`src/rtl/delta_interleave_arbiter_if.sv`:
```
// Handshake bundle for delta_interleave_arbiter: two sample requesters and one result consumer.
// slave = arbiter side, master = requester/consumer side.
interface delta_interleave_arbiter_if #(
   parameter int WIDTH = 4
);
   logic                    a_valid;
   logic signed [WIDTH-1:0] a_value;
   logic                    a_ready;
   logic                    b_valid;
   logic signed [WIDTH-1:0] b_value;
   logic                    b_ready;
   logic                    out_valid;
   logic                    out_ready;
   logic                    out_channel;
   logic signed [WIDTH-1:0] out_value;
   logic signed [WIDTH-1:0] out_prev;
   logic signed [WIDTH:0]   out_delta;

   modport slave (
      input  a_valid, a_value, b_valid, b_value, out_ready,
      output a_ready, b_ready, out_valid, out_channel, out_value, out_prev, out_delta
   );

   modport master (
      output a_valid, a_value, b_valid, b_value, out_ready,
      input  a_ready, b_ready, out_valid, out_channel, out_value, out_prev, out_delta
   );
endinterface

```
`src/rtl/delta_interleave_arbiter.sv`:
```
// Two-channel arbiter feeding a registered previous-value/delta stage with backpressure.
// Define DELTA_STRICT_ALTERNATE_EN for strict A/B alternation instead of work-conserving round-robin.
module delta_interleave_arbiter #(
   parameter int WIDTH = 4
) (
   input  logic                    clk,
   input  logic                    resetn,
   delta_interleave_arbiter_if.slave bus
);

   typedef enum logic {
      SEL_A = 1'b0,
      SEL_B = 1'b1
   } sel_t;

   sel_t pref;
   sel_t pref_next;

   logic signed [WIDTH-1:0] prev_a;
   logic signed [WIDTH-1:0] prev_b;

   logic                    out_valid_r;
   logic                    out_channel_r;
   logic signed [WIDTH-1:0] out_value_r;
   logic signed [WIDTH-1:0] out_prev_r;
   logic signed [WIDTH:0]   out_delta_r;

   logic                    can_accept;
   logic                    grant_a;
   logic                    grant_b;
   logic                    ready_a;
   logic                    ready_b;
   logic signed [WIDTH-1:0] sel_value;
   logic signed [WIDTH-1:0] sel_prev;
   logic signed [WIDTH:0]   delta_next;

   always_ff @(posedge clk) begin
      if (!resetn) begin
         pref <= SEL_A;
      end else begin
         pref <= pref_next;
      end
   end

   always_comb begin
      can_accept = !out_valid_r || bus.out_ready;
`ifdef DELTA_STRICT_ALTERNATE_EN
      grant_a = bus.a_valid && (pref == SEL_A);
      grant_b = bus.b_valid && (pref == SEL_B);
`else
      grant_a = bus.a_valid && (!bus.b_valid || (pref == SEL_A));
      grant_b = bus.b_valid && (!bus.a_valid || (pref == SEL_B));
`endif
      // Readies are forced low throughout reset, independent of the registered state.
      ready_a = resetn && can_accept && grant_a;
      ready_b = resetn && can_accept && grant_b;

      pref_next = pref;
      if (ready_a) begin
         pref_next = SEL_B;
      end else if (ready_b) begin
         pref_next = SEL_A;
      end

      sel_value  = ready_b ? bus.b_value : bus.a_value;
      sel_prev   = ready_b ? prev_b : prev_a;
      delta_next = {sel_value[WIDTH-1], sel_value} - {sel_prev[WIDTH-1], sel_prev};
   end

   always_ff @(posedge clk) begin
      if (!resetn) begin
         prev_a        <= '0;
         prev_b        <= '0;
         out_valid_r   <= 1'b0;
         out_channel_r <= 1'b0;
         out_value_r   <= '0;
         out_prev_r    <= '0;
         out_delta_r   <= '0;
      end else begin
         if (ready_a) begin
            prev_a <= bus.a_value;
         end
         if (ready_b) begin
            prev_b <= bus.b_value;
         end
         if (ready_a || ready_b) begin
            out_valid_r   <= 1'b1;
            out_channel_r <= ready_b;
            out_value_r   <= sel_value;
            out_prev_r    <= sel_prev;
            out_delta_r   <= delta_next;
         end else if (bus.out_ready) begin
            out_valid_r <= 1'b0;
         end
      end
   end

   assign bus.a_ready     = ready_a;
   assign bus.b_ready     = ready_b;
   assign bus.out_valid   = out_valid_r;
   assign bus.out_channel = out_channel_r;
   assign bus.out_value   = out_value_r;
   assign bus.out_prev    = out_prev_r;
   assign bus.out_delta   = out_delta_r;

endmodule
```
`src/flat_wrapper.sv`:
```
// flat-port wrapper written by rule: the top's interface ports become plain ports
module delta_interleave_arbiter_flat 
#(
   parameter int WIDTH = 4
)
  (clk, resetn, bus_a_valid, bus_a_value, bus_b_valid, bus_b_value, bus_out_ready, bus_a_ready, bus_b_ready, bus_out_valid, bus_out_channel, bus_out_value, bus_out_prev, bus_out_delta);
  delta_interleave_arbiter_if #(.WIDTH(WIDTH)) bus_i ();
  input  logic clk;
  input  logic resetn;
  input wire logic [$bits(bus_i.a_valid)-1:0] bus_a_valid;
  input wire logic [$bits(bus_i.a_value)-1:0] bus_a_value;
  input wire logic [$bits(bus_i.b_valid)-1:0] bus_b_valid;
  input wire logic [$bits(bus_i.b_value)-1:0] bus_b_value;
  input wire logic [$bits(bus_i.out_ready)-1:0] bus_out_ready;
  output wire logic [$bits(bus_i.a_ready)-1:0] bus_a_ready;
  output wire logic [$bits(bus_i.b_ready)-1:0] bus_b_ready;
  output wire logic [$bits(bus_i.out_valid)-1:0] bus_out_valid;
  output wire logic [$bits(bus_i.out_channel)-1:0] bus_out_channel;
  output wire logic [$bits(bus_i.out_value)-1:0] bus_out_value;
  output wire logic [$bits(bus_i.out_prev)-1:0] bus_out_prev;
  output wire logic [$bits(bus_i.out_delta)-1:0] bus_out_delta;
  assign bus_i.a_valid = bus_a_valid;
  assign bus_i.a_value = bus_a_value;
  assign bus_i.b_valid = bus_b_valid;
  assign bus_i.b_value = bus_b_value;
  assign bus_i.out_ready = bus_out_ready;
  assign bus_a_ready = bus_i.a_ready;
  assign bus_b_ready = bus_i.b_ready;
  assign bus_out_valid = bus_i.out_valid;
  assign bus_out_channel = bus_i.out_channel;
  assign bus_out_value = bus_i.out_value;
  assign bus_out_prev = bus_i.out_prev;
  assign bus_out_delta = bus_i.out_delta;
  delta_interleave_arbiter #(.WIDTH(WIDTH)) u_core (.clk(clk), .resetn(resetn), .bus(bus_i));
endmodule
```
`config.mk`:
```
export PLATFORM = sky130hd
export DESIGN_NAME = delta_interleave_arbiter_flat
export DESIGN_NICKNAME = d
export VERILOG_FILES = /design/src/rtl/delta_interleave_arbiter_if.sv /design/src/rtl/delta_interleave_arbiter.sv /design/src/flat_wrapper.sv
export SDC_FILE = /design/constraint.sdc
export NUM_CORES = 1
export LEC_CHECK = 0
export CAP_MARGIN = 20
export CORE_AREA = 5 5 56 58
export CTS_CLUSTER_DIAMETER = 50
export DETAILED_ROUTE_END_ITERATION = 16
export DIE_AREA = 0 0 61 63
export GPL_TIMING_DRIVEN = 0
export PLACE_DENSITY = 0.82
export SYNTH_ARGS = -nofsm -noshare
export SYNTH_HDL_FRONTEND = slang
export SYNTH_SLANG_ARGS = --single-unit
```
`constraint.sdc`:
```
create_clock -name clk -period 7.7 [get_ports clk]
set_input_delay 1.155 -clock clk [delete_from_list [all_inputs] [get_ports clk]]
set_output_delay 1.155 -clock clk [all_outputs]
set_load 0.01 [all_outputs]
```
==> results.py, run 1 <==
# Synthesis and PnR figures
metrics = {
    "global_route": {
        "grt.total_usage_pct": 19.5,
        "grt_pass1_vias": 1353,
        "grt_overflow": 0,
        "top_usage_layer": "met2",
        "use_met2_pct": 32.5,
        "antenna_found_initial": 0,
    },
    "job": {
        "drv_cap": 0,
    },
    "floorplan": {
        "die-area_um2": 3840,
        "die_x_um": 61,
        "fp.dieH_um": 63,
        "tap_cells": 31,
        "fp_util_pct": 50.4,
        "rows": 19,
    },
    "timing": {
        "slew_viol_final": 0,
        "timing.fmax_mhz": 235,
        "finalHoldViolations": 0,
        "grt_setup_unrepaired": "false",
        "tightest_slew_ns": 0.624,
        "min_period_ns": 4.25,
        "setup_violations": 0,
        "slew_headroom_pct": 57.9,
        "finalCritPeriodShare_pct": 55.2,
    },
    "hold_path": {
        "hold_class": "flop to flop",
        "hp-start": "u_core.prev_a[0]",
        "min_path_cells": 2,
        "min_to": "u_core.prev_a[0]",
    },
    "drt": {
        "dr.pass1.iters": 5,
        "drc": 0,
        "topRoutingLayerUsed": "met4",
        "drt_iter0_drc": 69,
        "viasPerCell": 6.40,
        "ant_nets": 0,
        "met3WireLength_um": 233,
        "wirelength_um": 3620,
    },
    "synthesis": {
        "ys_top_logic_family": "AND-OR/OR-AND gates",
        "syn_area_um2": 1320,
        "synthAoiAreaFrac_pct": 26.5,
        "ff_type": "dfxtp_1",
        "syn_avg_cell_area_um2": 8.73,
        "synth_nets": 169,
        "netlist.area_leader.share_pct": 36.5,
        "fa_ha_area_share_pct": 5.32,
        "ys_cells": 151,
        "synth.largest_area_cell": "dfxtp_1",
        "edf_count": 0,
        "synth_flops": 24,
        "top_cell": "dfxtp_1",
        "synthMuxAreaShare_pct": 3.04,
        "yosysUniqueCellTypes": 35,
        "syn_inst": 151,
        "synthTopCellsByCount": "dfxtp_1, nand2_1, o41ai_1, a31oi_1",
        "synthTopCellsByArea": "dfxtp_1, o41ai_1, a311oi_1",
        "yosysChipArea_um2": 1320,
    },
    "finish": {
        "final_common_cell": "clkdlybuf4s50_1",
        "final_util_pct": 64.4,
        "ff_count": 24,
        "layout.non_clock_inverters": 7,
        "largest_reg_flops": 5,
        "logic_gates": 104,
        "sh_seq_area_pct": 28.6,
        "lay_top_cells": "clkdlybuf4s50_1, dfxtp_1, nand2_1",
        "clockBufferCount": 4,
        "largest_class": "multi-input combinational cells",
        "clock_area_share_pct": 2.16,
        "nets": 203,
        "area_growth_pct": 27.7,
    },
    "worst_setup_path": {
        "cpPeakStageDelay_ns": 0.55,
        "critPathRequiredTime_ns": 6.55,
        "cp.depth": 6,
        "worstRegToRegCells": 10,
        "path_cells": "clkdlybuf4s50_1 -> nand2b_1 -> clkbuf_1 -> nand4_1 -> inv_1 -> clkdlybuf4s50_1",
        "cp_top_family": "buffers and inverters",
        "path_class": "primary input to primary output",
        "worst_r2r_endpoint": "u_core.bus.out_delta[4]",
        "r2r_start": "u_core.bus.out_valid",
        "rrSetupSlack_ns": 4.88,
        "startpoint": "bus_out_ready",
        "worstSetupEndpointType": "primary output",
        "crit_end": "bus_a_ready",
    },
    "power": {
        "seq_power_w": 0.000140,
        "powerDensity_nw_per_um2": 172,
        "total_power_w": 0.000290,
        "p_switching_w": 0.0000859,
        "p_comb_share_pct": 28.8,
    },
    "placement": {
        "dp_slack_ns": 3.44,
        "dp_hpwl_um": 2740,
        "gp_congestion": 0.927,
    },
    "run_status": {
        "outcome": "complete, no violations",
    },
    "cts": {
        "cts.sinks": 24,
        "cts-root-buf": "clkbuf_4",
        "cts.repair.resized": 0,
        "ctsHtreeMaxLevel": 1,
        "cts_buffer_depth": 2,
        "cts_buffers": 3,
    },
}
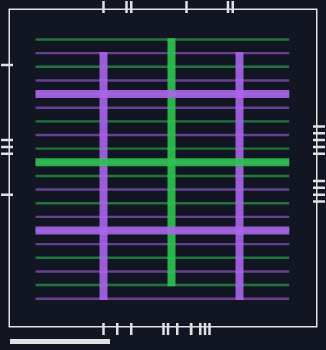
run_1/floorplan.png
Scale bar: 20 um. Pins as bars on the die edge.
| colour | net |
|---|---|
| green | VDD |
| purple | VSS |
met1 rails: 20
met4 straps: 3
met5 straps: 3

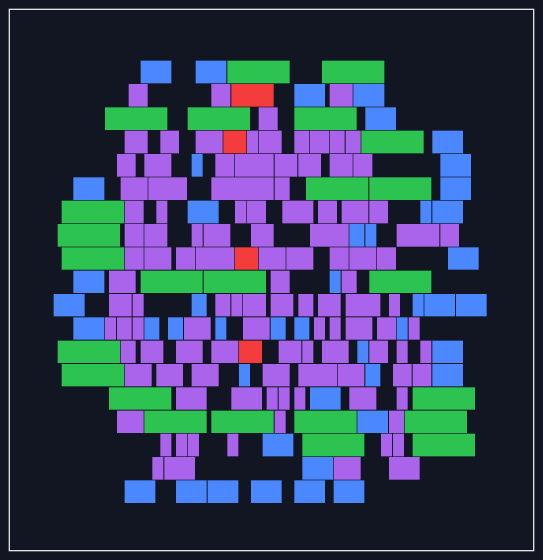
run_1/class_map.png
| colour | class | cells |
|---|---|---|
| green | registers | 24 |
| red | clock drivers and dummy loads | 4 |
| blue | remaining buffers and delay cells | 45 |
| purple | remaining logic cells | 111 |
final instance area: 1680 um^2
core box area: 2620 um^2

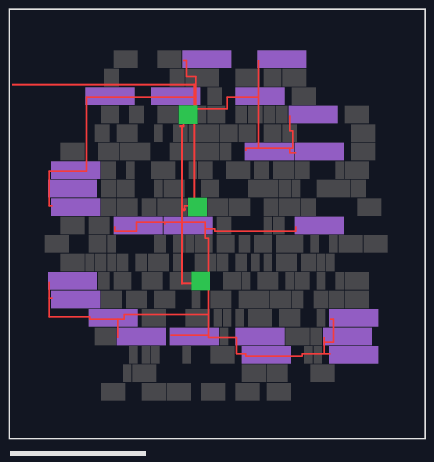
run_1/clock_wires.png
Scale bar: 20 um.
[red] clock wires | length: 280 um
[purple] flip-flops | count: 24
[green] clock-net drivers | count: 3
routed clock nets: 4
clock share of power: 22.9%
Clock Power: 0.0000663 W
final clock skew: 0.0106 ns
Clock Latency Late Sink: 0.32 ns

run_1/clock_nets.png
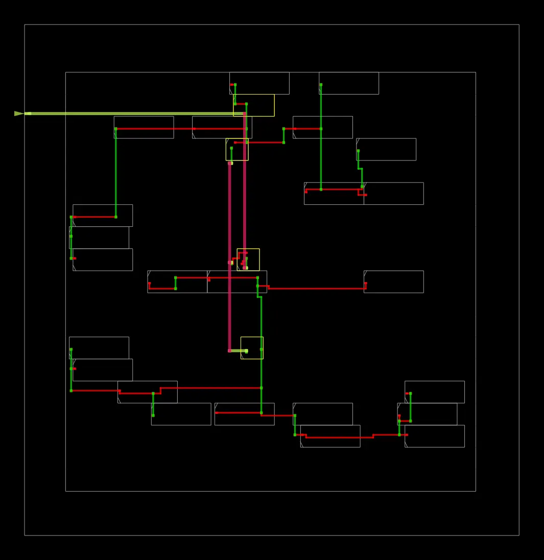

--- run 2 (diff from run 1) ---
--- a/config.mk
+++ b/config.mk
@@ -6,12 +6,12 @@
 export NUM_CORES = 1
 export LEC_CHECK = 0
 export CAP_MARGIN = 20
-export CORE_AREA = 5 5 56 58
+export CORE_AREA = 5 5 58 60
 export CTS_CLUSTER_DIAMETER = 50
 export DETAILED_ROUTE_END_ITERATION = 16
-export DIE_AREA = 0 0 61 63
+export DIE_AREA = 0 0 63 65
 export GPL_TIMING_DRIVEN = 0
-export PLACE_DENSITY = 0.82
+export PLACE_DENSITY = 0.77
 export SYNTH_ARGS = -nofsm -noshare
 export SYNTH_HDL_FRONTEND = slang
 export SYNTH_SLANG_ARGS = --single-unit
==> constraint.sdc (replaced) <==
create_clock -name clk -period 4.08 [get_ports clk]
set_input_delay 0.612 -clock clk [delete_from_list [all_inputs] [get_ports clk]]
set_output_delay 0.612 -clock clk [all_outputs]
set_load 0.01 [all_outputs]
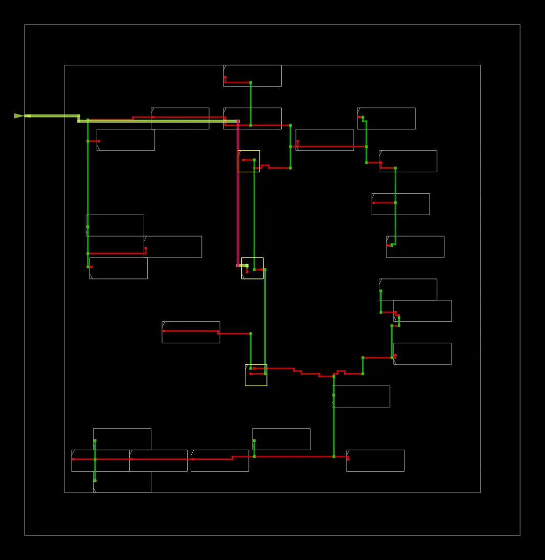
run_2/clock_nets.png
seq_cells: 24
clkbuf count: 3
final clock skew: 0.00244 ns

==> results.py, run 2 <==
# Synthesis and PnR figures
metrics = {
    "run_status": {
        "outcome": "complete, no violations",
    },
    "worst_setup_path": {
        "path_class": "primary input to flop",
        "critPathRequiredTime_ns": 4.31,
        "rrSetupSlack_ns": 1.28,
        "cp.depth": 11,
        "startpoint": "bus_out_ready",
        "path_cells": "clkdlybuf4s50_1 -> nor2b_4 -> buf_2 -> buf_2 -> o41ai_1 -> and2_1 -> ha_1 -> fa_1 -> nor2b_1 -> or4b_1 -> a311oi_1",
        "cp_top_family": "buffers and inverters",
        "cp-start-kind": "primary input",
        "crit_end": "u_core.bus.out_delta[4]",
        "worstRegToRegCells": 10,
        "worstSetupEndpointType": "flop",
        "critPathBufInv": 3,
        "r2r_start": "u_core.bus.out_valid",
        "cpPeakStageDelay_ns": 0.52,
        "crit_arrival_ns": 3.43,
        "worst_r2r_endpoint": "u_core.bus.out_delta[4]",
        "cp_slowest_cell": "clkdlybuf4s50_1",
    },
    "drt": {
        "route.met2.wl_um": 1780,
        "wl_met1_um": 1510,
        "drc": 0,
        "viasPerCell": 6.14,
        "ant_nets": 0,
        "dr.pass1.iters": 4,
        "met3WireLength_um": 208,
        "topRoutingLayerUsed": "met4",
        "wirelength_um": 3540,
        "wl_per_cell_um": 16.4,
        "drt_iter0_drc": 48,
    },
    "synthesis": {
        "netlist.area_leader.share_pct": 36.5,
        "ys_top_logic_family": "AND-OR/OR-AND gates",
        "postSynthSeqShare_pct": 36.5,
        "ff_type": "dfxtp_1",
        "synthTopCellsByCount": "dfxtp_1, nand2_1, o41ai_1, a31oi_1",
        "yosysChipArea_um2": 1320,
        "synth_nets": 169,
        "syn_avg_cell_area_um2": 8.73,
        "synthAoiAreaFrac_pct": 26.5,
        "synthTopCellsByArea": "dfxtp_1, o41ai_1, a311oi_1",
        "edf_count": 0,
        "synth_flops": 24,
        "yosysUniqueCellTypes": 35,
        "simple_gate_share_pct": 20.8,
        "ys_cells": 151,
        "synth.largest_area_cell": "dfxtp_1",
        "syn_inst": 151,
        "fa_ha_area_share_pct": 5.32,
        "synthMuxAreaShare_pct": 3.04,
        "top_cell": "dfxtp_1",
        "syn_area_um2": 1320,
    },
    "hold_path": {
        "min_to": "u_core.prev_a[2]",
        "hp-start": "u_core.prev_a[2]",
        "min_path_cells": 2,
        "hold_class": "flop to flop",
    },
    "timing": {
        "grt_setup_unrepaired": "false",
        "slew_viol_final": 0,
        "setup_violations": 0,
        "hold_ws_ns": 0.474,
        "finalHoldViolations": 0,
        "timing.fmax_mhz": 312,
        "tightest_slew_ns": 0.554,
        "min_period_ns": 3.20,
        "fin_ws_ns": 0.877,
        "slew_headroom_pct": 62.6,
        "finalCritPeriodShare_pct": 78.5,
    },
    "global_route": {
        "top_usage_layer": "met2",
        "grt_overflow": 0,
        "grt_pass1_vias": 1364,
        "use_met2_pct": 31.8,
        "antenna_found_initial": 0,
        "grt_pass1_wl_um": 5980,
        "met3_usage_pct": 2.77,
        "grt.total_usage_pct": 17.7,
    },
    "cts": {
        "ctsHoldBuffers": 0,
        "clk_pin_slew_ns": 0.13,
        "cts_setup_buffers": 0,
        "cts_buffer_depth": 2,
        "ctsHtreeMaxLevel": 1,
        "cts.repair.resized": 0,
        "cts_buffers": 3,
        "cts.sinks": 24,
        "cts-root-buf": "clkbuf_4",
    },
    "power": {
        "p_switching_w": 0.000158,
        "p_comb_share_pct": 29.8,
        "power_switching_share_pct": 30.2,
        "seq_power_w": 0.000264,
        "p_int_w": 0.000364,
        "total_leakage_power_nw": 0.633,
        "total_power_w": 0.000522,
        "peakVddDrop_mv": 0.228,
        "powerDensity_nw_per_um2": 312,
    },
    "placement": {
        "gp_congestion": 0.868,
        "port_buffers": 29,
        "dp_slack_ns": 0.586,
        "dp_hpwl_um": 2710,
    },
    "finish": {
        "largest_class": "multi-input combinational cells",
        "layout.non_clock_inverters": 7,
        "drive_above_1_share_pct": 8.20,
        "register_area_um2": 480,
        "lay_top_cells": "clkdlybuf4s50_1, dfxtp_1, nand2_1",
        "stdcell_area_um2": 1670,
        "bufAreaShareNonClock_pct": 21.5,
        "area_growth_pct": 26.9,
        "final_util_pct": 58.1,
        "final_cells": 216,
        "nets": 203,
        "clock_area_share_pct": 1.35,
        "largest_reg_flops": 5,
        "sh_seq_area_pct": 28.7,
        "logic_gates": 104,
        "final_common_cell": "clkdlybuf4s50_1",
    },
    "floorplan": {
        "die_x_um": 63,
        "fp.dieH_um": 65,
        "coreArea_um2": 2880,
        "die-area_um2": 4100,
        "io_pins": 30,
        "tap_cells": 33,
        "rows": 20,
        "fp_util_pct": 45.8,
    },
    "job": {
        "warning_count": 26,
        "drv_cap": 0,
    },
}
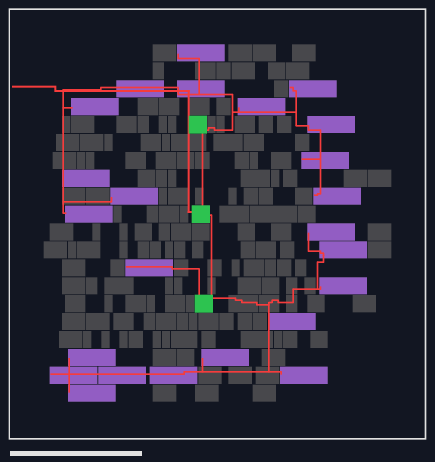
run_2/clock_wires.png
Scale bar: 20 um.
[purple] flip-flops | count: 24
[green] clock-net drivers | count: 3
[red] clock wires | length: 294 um
routed clock nets: 4
Clock Latency Late Sink: 0.31 ns
clock share of power: 19.6%
Clock Power: 0.000102 W

--- run 3 (diff from run 2) ---
==> constraint.sdc (replaced) <==
create_clock -name clk -period 3.3 [get_ports clk]
set_input_delay 0.495 -clock clk [delete_from_list [all_inputs] [get_ports clk]]
set_output_delay 0.495 -clock clk [all_outputs]
set_load 0.01 [all_outputs]
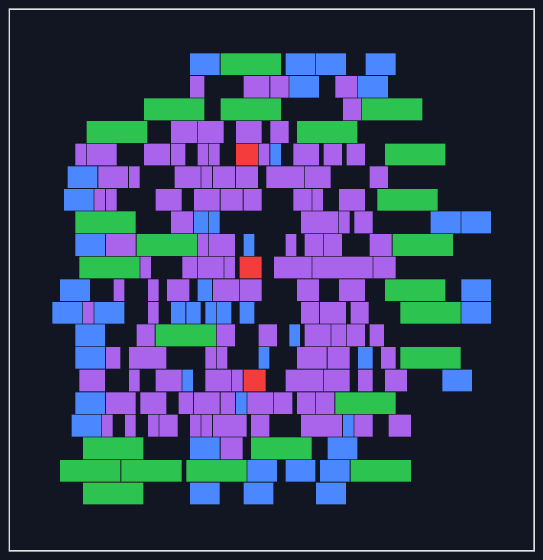
run_3/class_map.png
| colour | class | cells |
|---|---|---|
| red | clock-net drivers | 3 |
| green | registers | 24 |
| purple | remaining logic cells | 111 |
| blue | remaining buffers and delay cells | 45 |

==> results.py, run 3 <==
# Synthesis and PnR figures
metrics = {
    "floorplan": {
        "rows": 20,
        "io_pins": 30,
        "fp.dieH_um": 65,
        "coreArea_um2": 2880,
    },
    "power": {
        "p_int_w": 0.000451,
        "p_comb_share_pct": 29.8,
        "pwr-share-clk_pct": 19.6,
        "power_switching_share_pct": 30.2,
        "clock_net_power_w": 0.000127,
    },
    "drt": {
        "wirelength_um": 3540,
        "met3WireLength_um": 208,
        "route.met2.wl_um": 1780,
        "dr.pass1.iters": 4,
        "viasPerCell": 6.14,
    },
    "synthesis": {
        "yosysChipArea_um2": 1320,
        "synthTopCellsByArea": "dfxtp_1, o41ai_1, a311oi_1",
        "synth.largest_area_cell": "dfxtp_1",
        "ff_type": "dfxtp_1",
        "synthAoiAreaFrac_pct": 26.5,
        "edf_count": 0,
        "synth_flops": 24,
        "fa_ha_area_share_pct": 5.32,
        "syn_inst": 151,
    },
    "finish": {
        "bufAreaShareNonClock_pct": 21.5,
        "stdcell_area_um2": 1670,
        "register_area_um2": 480,
        "logic_gates": 104,
        "drive_above_1_share_pct": 8.20,
        "largest_reg_flops": 5,
        "layout.non_clock_inverters": 7,
        "ff_count": 24,
    },
    "global_route": {
        "use_met2_pct": 31.8,
        "grt_pass1_wl_um": 5980,
        "grt.total_usage_pct": 17.7,
        "top_usage_layer": "met2",
        "grt_pass1_vias": 1364,
        "antenna_found_initial": 0,
    },
    "worst_setup_path": {
        "startpoint": "bus_out_ready",
        "crit_arrival_ns": 3.31,
        "worst_r2r_endpoint": "u_core.bus.out_delta[4]",
        "cp_slowest_cell": "clkdlybuf4s50_1",
        "cp_top_family": "buffers and inverters",
        "path_cells": "clkdlybuf4s50_1 -> nor2b_4 -> buf_2 -> buf_2 -> o41ai_1 -> and2_1 -> ha_1 -> fa_1 -> nor2b_1 -> or4b_1 -> a311oi_1",
        "cp-start-kind": "primary input",
        "critPathRequiredTime_ns": 3.53,
        "worstRegToRegCells": 10,
        "cpPeakStageDelay_ns": 0.52,
    },
    "cts": {
        "clk_latency_ns": 0.31,
        "cts_setup_buffers": 0,
        "cts.sinks": 24,
        "ctsHoldBuffers": 0,
        "cts.repair.resized": 0,
        "ctsHtreeMaxLevel": 1,
        "cts-root-buf": "clkbuf_4",
        "clk_pin_slew_ns": 0.13,
    },
    "job": {
        "warning_count": 26,
        "drv_cap": 0,
    },
    "timing": {
        "skew_ns": 0.00244,
        "finalCritPeriodShare_pct": 93.5,
        "tightest_slew_ns": 0.554,
        "fin_ws_ns": 0.214,
        "finalHoldViolations": 0,
    },
    "hold_path": {
        "min_path_cells": 2,
        "hold_class": "flop to flop",
    },
    "run_status": {
        "outcome": "complete, no violations",
    },
    "placement": {
        "dp_hpwl_um": 2710,
        "port_buffers": 29,
    },
}
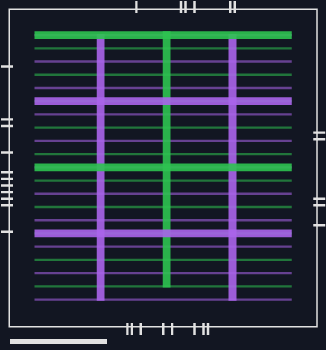
run_3/floorplan.png
Scale bar: 20 um. Pins as bars on the die edge.
| colour | net |
|---|---|
| purple | VSS |
| green | VDD |
rows: 20
met4 straps: 3
met5 straps: 4


==> gallery <==
Wiring by layer.
Scale bar: 20 um.
panel A
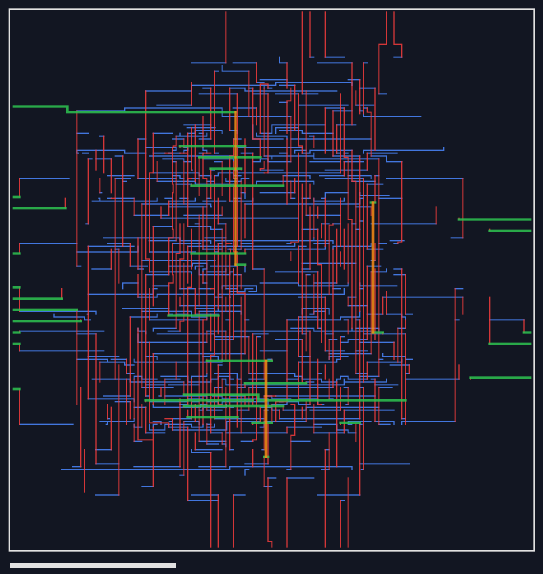
panel B
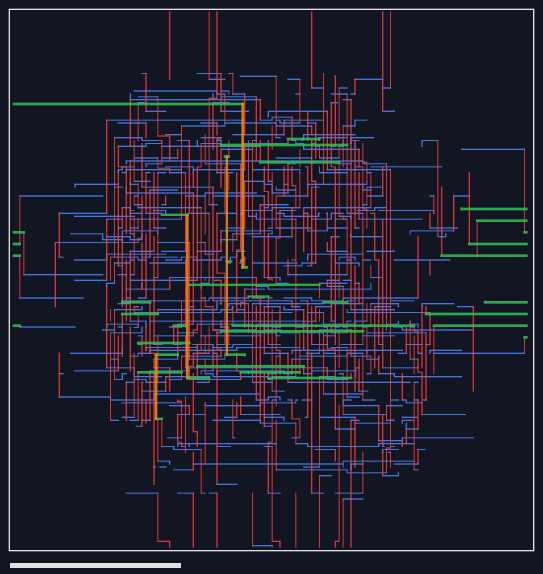
Panel B comes from run 1.
Panel A comes from run 3.

Key to panel B:
| colour | layer | wire length |
|---|---|---|
| red | M2 | 1790 um |
| orange | M4 | 68.7 um |
| blue | M1 | 1520 um |
| green | M3 | 233 um |

No activity file was given, so power comes from the tool's default toggle rates.
